==> config.mk <==
export PLATFORM = sky130hd
export DESIGN_NAME = sequencia_multi
export DESIGN_NICKNAME = d
export VERILOG_FILES = /design/src/rtl/sequencia_multi.sv
export SDC_FILE = /design/constraint.sdc
export NUM_CORES = 1
export LEC_CHECK = 0
export CORE_MARGIN = 4
export CORE_UTILIZATION = 45
export DETAILED_ROUTE_END_ITERATION = 6
export GPL_TIMING_DRIVEN = 1
export PLACE_DENSITY = 0.7
export SKIP_LAST_GASP = 1
export SLEW_MARGIN = 40
export SYNTH_ARGS = -nofsm -noshare
export SYNTH_HDL_FRONTEND = slang
export SYNTH_SLANG_ARGS = --single-unit
==> constraint.sdc <==
create_clock -name clk_i -period 2.1 [get_ports clk_i]
set_input_delay 0.42 -clock clk_i [delete_from_list [all_inputs] [get_ports clk_i]]
set_output_delay 0.42 -clock clk_i [all_outputs]
set_load 0.02 [all_outputs]
Figure 1. Signal wires on met1 (run 1).
Supply wires on this layer in gray. Cells faint in the background.
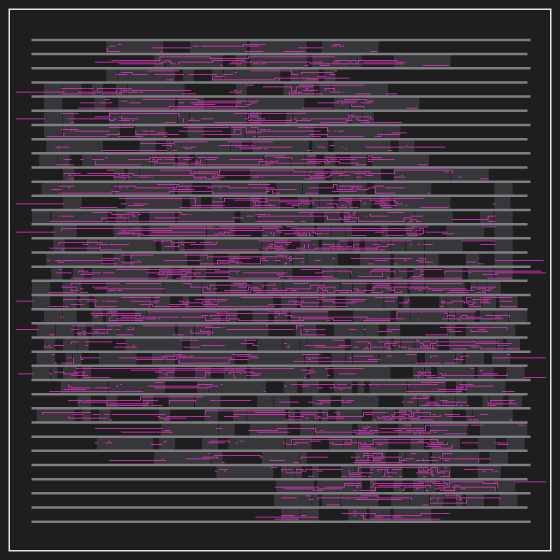
main direction: horizontal
longest straight run: 41.9 µm
M1 GR Usage: 26.00%
via count: 3,036

Figure 2. Track usage over the die (run 1).
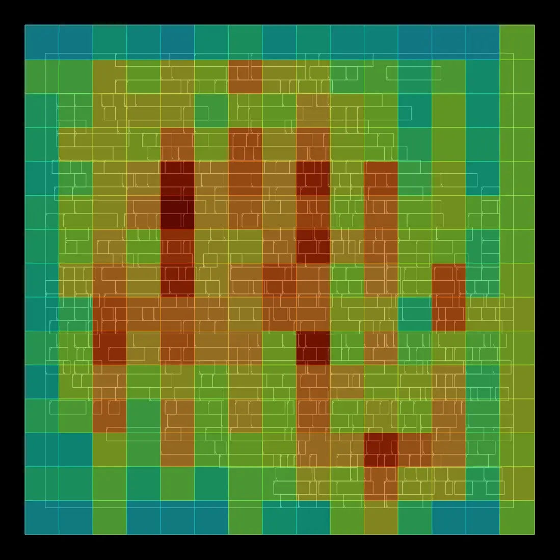
gr usage total: 19.44%
post-layout util: 62.46%
DR WL/cell: 18.79 µm

Figure 3. The metal 2 layer (run 1).
Cells faint in the background.
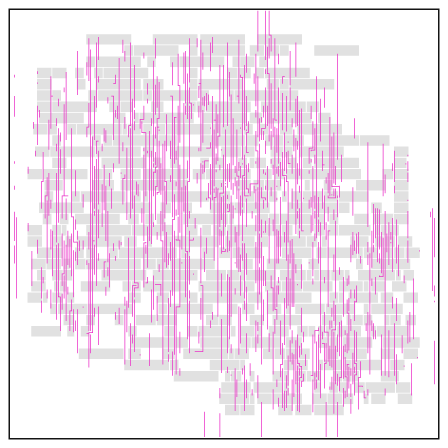
nets with wire on the layer: 413
wire length on this layer: 4,970 µm
GR Util met2: 30.61%
Detailed Route WL: 10,450 µm

Figure 4. Sequential cells colored by netlist name (run 1).
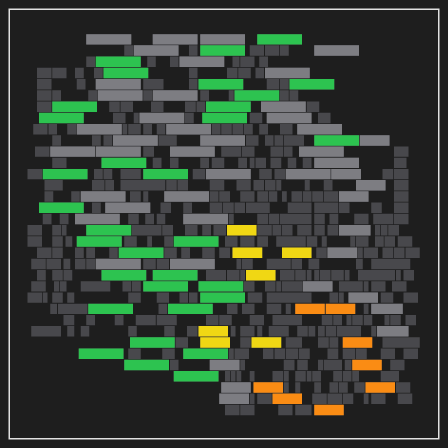
[`win_q`] yellow | sequential cells: 7
[`match_count_o`] orange | sequential cells: 8 | where: bottom right
[`pat_q`] green | sequential cells: 32
not colored: 45
Seq/total area: 45.20%
P_seq: 2.10 mW
register area: 2486 µm²

==> flow_summary.json, run 1 <==
{
  "status": "complete, but fails checks",
  "violations": "negative setup slack",
  "power_mw": 3.785,
  "post-place-ws_ns": -0.6415,
  "syn_to_final_growth_pct": 33.54,
  "wl_met1_um": 4516,
  "endpoint_kind": "flip-flop",
  "antenna_found_initial": 0,
  "dpl.cell_count": 533,
  "fp_nets": 374,
  "comb_area_um2": 1662,
  "ys_area_um2": 4119,
  "yosys-stat-cells": 345,
  "critPathMaxFanout": 5,
  "p_comb_mw": 0.366,
  "power_leader": "sequential cells",
  "setup_ws_ns": -0.2349,
  "whs_path_depth": 2,
  "nets": 472,
  "cts_hold_buf": 0,
  "yosys.stat.seqShare_pct": 60.27,
  "warnings": 29,
  "holdWs_ns": 0.4838,
  "fp-utilization_pct": 46.77,
  "setup_tns_ns": -1.370,
  "synthesis.area_um2": 4119,
  "adder_share_pct": 0.9113,
  "finalNonFillerCells": 556,
  "common_cells": "and2_1 (64), edfxtp_1 (64), xor2_1 (33), dfxtp_1 (28), nor2_1 (23)",
  "cts_tree": "yes",
  "clkPwrFrac_pct": 34.9,
  "fin_skew_ns": 0.01093,
  "synthCells": 345,
  "crit_buf_inv": 1,
  "power_switching_mw": 0.8948,
  "finalSetupViolations": 13,
  "cp.required_ns": 2.40,
  "ff_count": 92,
  "wl_met2_um": 4967,
  "cts.path.max_buffers": 2,
  "cp_top_family": "simple AND/OR/NAND/NOR gates",
  "async_reset_ff_share_pct": 0,
  "worstPathCellList": "ha_4, ha_4, nor2b_4, o2111ai_4, a221o_1, nor3_4, nor4_4, buf_4, or4_4, a21oi_2",
  "rrSetupSlack_ns": -0.23,
  "simple_gate_area_share_pct": 20.26
}
Figure 5. Wires at chosen ports, followed through buffers (run 1).
Scale bar: 20 µm.
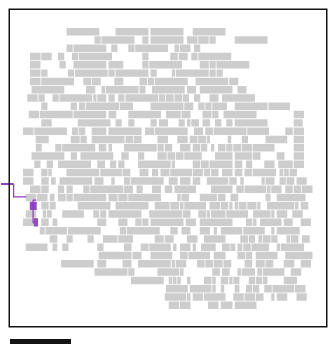

==> inputs of run 2 (changes only) <==
--- a/config.mk
+++ b/config.mk
@@ -5,11 +5,12 @@
 export SDC_FILE = /design/constraint.sdc
 export NUM_CORES = 1
 export LEC_CHECK = 0
-export CORE_MARGIN = 4
+export CORE_MARGIN = 2
 export CORE_UTILIZATION = 45
 export DETAILED_ROUTE_END_ITERATION = 6
 export GPL_TIMING_DRIVEN = 1
 export PLACE_DENSITY = 0.7
+export SETUP_SLACK_MARGIN = 0.05
 export SKIP_LAST_GASP = 1
 export SLEW_MARGIN = 40
 export SYNTH_ARGS = -nofsm -noshare
Figure 6. Wires at chosen ports, followed through buffers (run 2).
Scale bar: 20 µm.
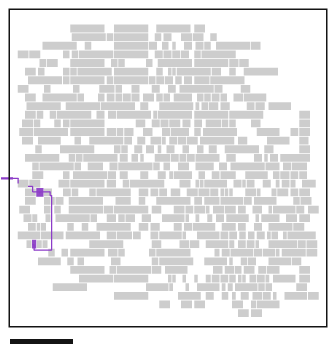
[`cfg_we_i`] purple | bits: 1 | direction: input | end cells: 2 | buffers: 1 | wire: 39.2 µm
Port Buffers: 43
IO Count: 44

Figure 7. The metal 2 layer (run 2).
Cells faint in the background.
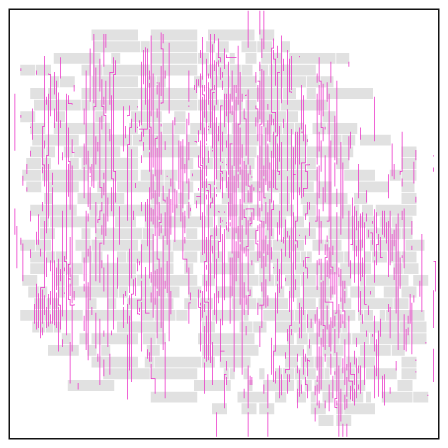
Detailed Route WL: 10,750 µm
via count: 3,094
GR Util met2: 37.37%

Figure 8. Signal wires on met1 (run 2).
Supply wires on this layer in gray. Cells faint in the background.
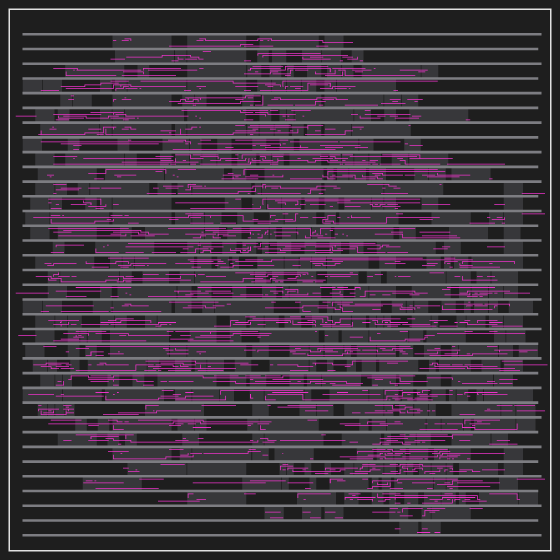
nets with wire on the layer: 449
wire length on this layer: 4,680 µm
M1 GR Usage: 30.41%

==> flow_summary.json, run 2 <==
{
  "status": "complete, but fails checks",
  "violations": "negative setup slack",
  "ys_area_um2": 4119,
  "setup_ws_ns": -0.2301,
  "post-place-ws_ns": -0.6327,
  "cts.path.max_buffers": 2,
  "p_comb_mw": 0.407,
  "fp_nets": 374,
  "yosys-stat-cells": 345,
  "fin_skew_ns": 0.01501,
  "yosys.stat.seqShare_pct": 60.27,
  "setup_tns_ns": -1.660,
  "cts_tree": "yes",
  "powerSeq_mw": 2.09,
  "sh_seq_area_pct": 44.36,
  "adder_share_pct": 0.9113,
  "worstPathCellList": "ha_4, ha_4, nor2b_4, o2111ai_4, a221o_1, nor3_4, nor4_4, buf_4, or4_1, a21oi_1",
  "synthesis.area_um2": 4119,
  "power_mw": 3.937,
  "simple_gate_area_share_pct": 20.26,
  "clkPwrFrac_pct": 36.5,
  "finalSetupViolations": 13,
  "warnings": 29,
  "wl_met2_um": 5235
}
Power is estimated from default activity; no workload was simulated.
